`config.mk`:
```
export PLATFORM = sky130hd
export DESIGN_NAME = bitwise_seq
export DESIGN_NICKNAME = d
export VERILOG_FILES = /design/src/rtl/hack_pkg.sv /design/src/rtl/bitwise_slice.sv /design/src/rtl/bitwise_seq.sv
export SDC_FILE = /design/constraint.sdc
export NUM_CORES = 1
export LEC_CHECK = 0
export CAP_MARGIN = 40
export CORE_UTILIZATION = 51
export DETAILED_ROUTE_END_ITERATION = 8
export PLACE_DENSITY = 0.88
export SYNTH_ARGS = -nofsm -noshare
export SYNTH_HDL_FRONTEND = slang
export SYNTH_SLANG_ARGS = --single-unit
```
`constraint.sdc`:
```
create_clock -name clk -period 2.6 [get_ports clk]
set_clock_uncertainty 0.2 [all_clocks]
set_input_delay 0.52 -clock clk [delete_from_list [all_inputs] [get_ports clk]]
set_output_delay 0.52 -clock clk [all_outputs]
set_load 0.01 [all_outputs]
```
`src/rtl/hack_pkg.sv`:
```
// Shared types for the Hack bitwise datapath: op encoding, sequencer state
// and a counter-width helper.
package hack_pkg;

  typedef enum logic [2:0] {
    OP_AND    = 3'd0,
    OP_OR     = 3'd1,
    OP_XOR    = 3'd2,
    OP_NAND   = 3'd3,
    OP_NOR    = 3'd4,
    OP_XNOR   = 3'd5,
    OP_NOT_A  = 3'd6,
    OP_PASS_A = 3'd7
  } bw_op_t;

  typedef enum logic [1:0] {
    ST_IDLE = 2'd0,
    ST_BUSY = 2'd1,
    ST_DONE = 2'd2
  } bw_state_t;

  // Slice counter needs at least one bit even when a single slice covers the word.
  function automatic int clog2_min1(input int n);
    return (n <= 1) ? 1 : $clog2(n);
  endfunction

endpackage

```
`src/rtl/bitwise_slice.sv`:
```
// Combinational SLICE-bit evaluator for the eight bitwise operations.
module bitwise_slice
  import hack_pkg::*;
#(
  parameter int SLICE = 4
) (
  input  logic [SLICE-1:0] a,
  input  logic [SLICE-1:0] b,
  input  bw_op_t           op,
  output logic [SLICE-1:0] y
);

  always_comb begin
    y = a;
    case (op)
      OP_AND:    y = a & b;
      OP_OR:     y = a | b;
      OP_XOR:    y = a ^ b;
      OP_NAND:   y = ~(a & b);
      OP_NOR:    y = ~(a | b);
      OP_XNOR:   y = ~(a ^ b);
      OP_NOT_A:  y = ~a;
      OP_PASS_A: y = a;
      default:   y = a;
    endcase
  end

endmodule

```
`src/rtl/bitwise_seq.sv`:
```
// Multi-cycle bitwise logic unit: WIDTH-bit op evaluated SLICE bits per clock,
// LSB slice first. Define BITWISE_SEQ_FLAGS_EN to add registered zr/ng flags.
//
// state | meaning
// IDLE  | in_ready=1, waiting for an operation
// BUSY  | one slice per cycle, operands shifted right by SLICE
// DONE  | out_valid=1, result held until out_ready
module bitwise_seq
  import hack_pkg::*;
#(
  parameter int WIDTH = 16,
  parameter int SLICE = 4
) (
  input  logic             clk,
  input  logic             rst_n,
  input  logic             in_valid,
  output logic             in_ready,
  input  logic [2:0]       op,
  input  logic [WIDTH-1:0] a,
  input  logic [WIDTH-1:0] b,
  output logic             out_valid,
  input  logic             out_ready,
  output logic [WIDTH-1:0] out
`ifdef BITWISE_SEQ_FLAGS_EN
  ,
  output logic             zr,
  output logic             ng
`endif
);

  localparam int N  = WIDTH / SLICE;
  localparam int CW = clog2_min1(N);
  localparam logic [CW-1:0] LAST = CW'(N - 1);

  generate
    if (SLICE < 1 || (WIDTH % SLICE) != 0) begin : g_bad_slice
      $error("bitwise_seq: WIDTH must be a multiple of SLICE");
    end
  endgenerate

  bw_state_t        state_q, state_d;
  logic [CW-1:0]    cnt_q;
  logic [WIDTH-1:0] sh_a, sh_b;
  bw_op_t           op_q;
  logic [WIDTH-1:0] out_q, out_nxt;
  logic [SLICE-1:0] y;
  logic             load, step;

  bitwise_slice #(.SLICE(SLICE)) u_slice (
    .a  (sh_a[SLICE-1:0]),
    .b  (sh_b[SLICE-1:0]),
    .op (op_q),
    .y  (y)
  );

  // Only the current slice changes; the rest of out keeps the previous result.
  always_comb begin
    out_nxt = out_q;
    out_nxt[int'(cnt_q)*SLICE +: SLICE] = y;
  end

  always_comb begin
    state_d   = state_q;
    in_ready  = 1'b0;
    out_valid = 1'b0;
    load      = 1'b0;
    step      = 1'b0;
    case (state_q)
      ST_IDLE: begin
        in_ready = 1'b1;
        if (in_valid) begin
          load    = 1'b1;
          state_d = ST_BUSY;
        end
      end
      ST_BUSY: begin
        step = 1'b1;
        if (cnt_q == LAST) state_d = ST_DONE;
      end
      ST_DONE: begin
        out_valid = 1'b1;
        if (out_ready) state_d = ST_IDLE;
      end
      default: state_d = ST_IDLE;
    endcase
  end

  always_ff @(posedge clk or negedge rst_n) begin
    if (!rst_n) begin
      state_q <= ST_IDLE;
      cnt_q   <= '0;
      sh_a    <= '0;
      sh_b    <= '0;
      op_q    <= OP_AND;
      out_q   <= '0;
    end else begin
      state_q <= state_d;
      if (load) begin
        sh_a  <= a;
        sh_b  <= b;
        op_q  <= bw_op_t'(op);
        cnt_q <= '0;
      end else if (step) begin
        sh_a  <= sh_a >> SLICE;
        sh_b  <= sh_b >> SLICE;
        out_q <= out_nxt;
        cnt_q <= cnt_q + 1'b1;
      end
    end
  end

  assign out = out_q;

`ifdef BITWISE_SEQ_FLAGS_EN
  // Flags are taken from the full word as it stands after the final slice write.
  always_ff @(posedge clk or negedge rst_n) begin
    if (!rst_n) begin
      zr <= 1'b0;
      ng <= 1'b0;
    end else if (step && cnt_q == LAST) begin
      zr <= (out_nxt == '0);
      ng <= out_nxt[WIDTH-1];
    end
  end
`endif

endmodule

```
==> results.json <==
{
  "dr.pass1.iters": 4,
  "timing.critical_path.arrival_ns": 1.54,
  "drc": 0,
  "pre_cts_ws_ns": 0.309,
  "endpoint_kind": "output port",
  "gr-total-overflow": 0,
  "nonClockInverterCount": 15,
  "ys.flops": 55,
  "ys_cells": 290,
  "initCoreUtil_pct": 54.2,
  "criticalPathCategory": "flop to output port",
  "synth_cell_types": 42,
  "startpoint": "state_q[0]$_DFFE_PN0P_",
  "pwr-share-seq_pct": 38.0,
  "r2r.worst_path.cells": 6,
  "grt_pass1_wl_um": 10200,
  "crit-reg2reg-capture": "out[12]$_DFFE_PN0P_",
  "layout.filler_cells": 416,
  "crit_path_max_fanout": 7,
  "hold-worst-slack_ns": 0.284,
  "layout_top_cell": "sky130_fd_sc_hd__nand2_1",
  "max_freq_mhz": 442,
  "nonClockBufferCount": 64,
  "comb-cell-share_pct": 37.3,
  "proportion_of_synthesized_area_in_mux_cells_pct": 2.73,
  "edf_count": 0,
  "top_area_cell": "sky130_fd_sc_hd__dfrtp_1",
  "logic_area_mm2": 0.00133,
  "layout.area.seq_mm2": 0.00138,
  "yosys-stat-area_mm2": 0.00284,
  "synth.avg_cell_area_um2": 9.79,
  "post_synth_main_logic_family": "simple AND/OR/NAND/NOR gates",
  "dieHeight_um": 76.6,
  "final_cell_area_mm2": 0.00355,
  "slew-limit-headroom_pct": 58.0,
  "combinational_cell_power_consumption_w": 0.00202,
  "grt_start_max_net_pins": 49,
  "grt_use_met2_pct": 36.3,
  "cts_inserted_buffers": 5,
  "layout.cells.largest_class": "flip-flops and latches",
  "timing.critical_path.slowest_stage_cell": "sky130_fd_sc_hd__clkdlybuf4s50_1",
  "worst_setup_path_start_kind": "flop",
  "worstHoldEndpoint": "sh_b[8]$_DFFE_PN0P_",
  "chip_area_mm2": 0.00587,
  "cp_data_required_time_ns": 1.88,
  "outcome": "finished, final reports clean",
  "switching_power_w": 0.00166,
  "number_of_global_route_vias_before_repair": 2236
}
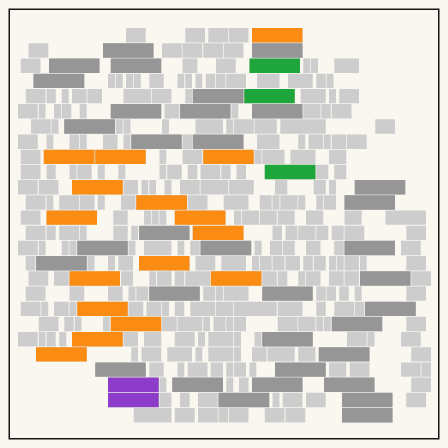
flops_by_reg.png
Other sequential cells in the stronger gray, the rest of the logic in the fainter gray.
`op_q`: in green, flops 3. `sh_a`: in orange, flops 16. `state_q`: in purple, flops 2.
fin util: 67.7%
flip-flop and latch share of the layout cell area: 38.8%

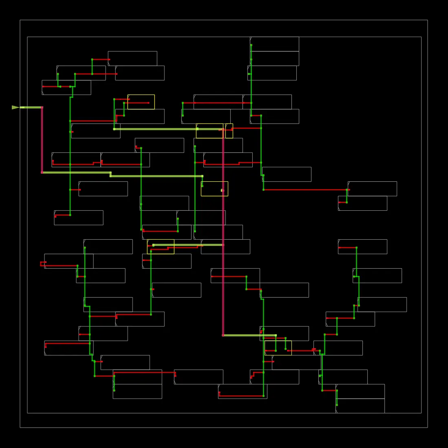
clocks.png
count of clock-net buffers in the final layout: 6
clock latency on the worst-skew pair: 0.30 ns
num sequential: 55
number of sinks on the clock net: 55

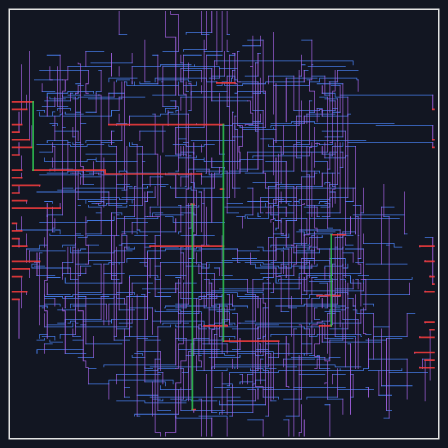
wires.png
metal 3: in red, wire length 167 µm. metal 2: in purple, wire length 2,960 µm. metal 1: in blue, wire length 2,690 µm. metal 4: in green, wire length 104 µm.
wire per inst: 14.3 µm
wire length reported by the detailed router: 5920 µm
All-Layer GR Usage: 21.8%

Power and IR drop assume default switching activity.
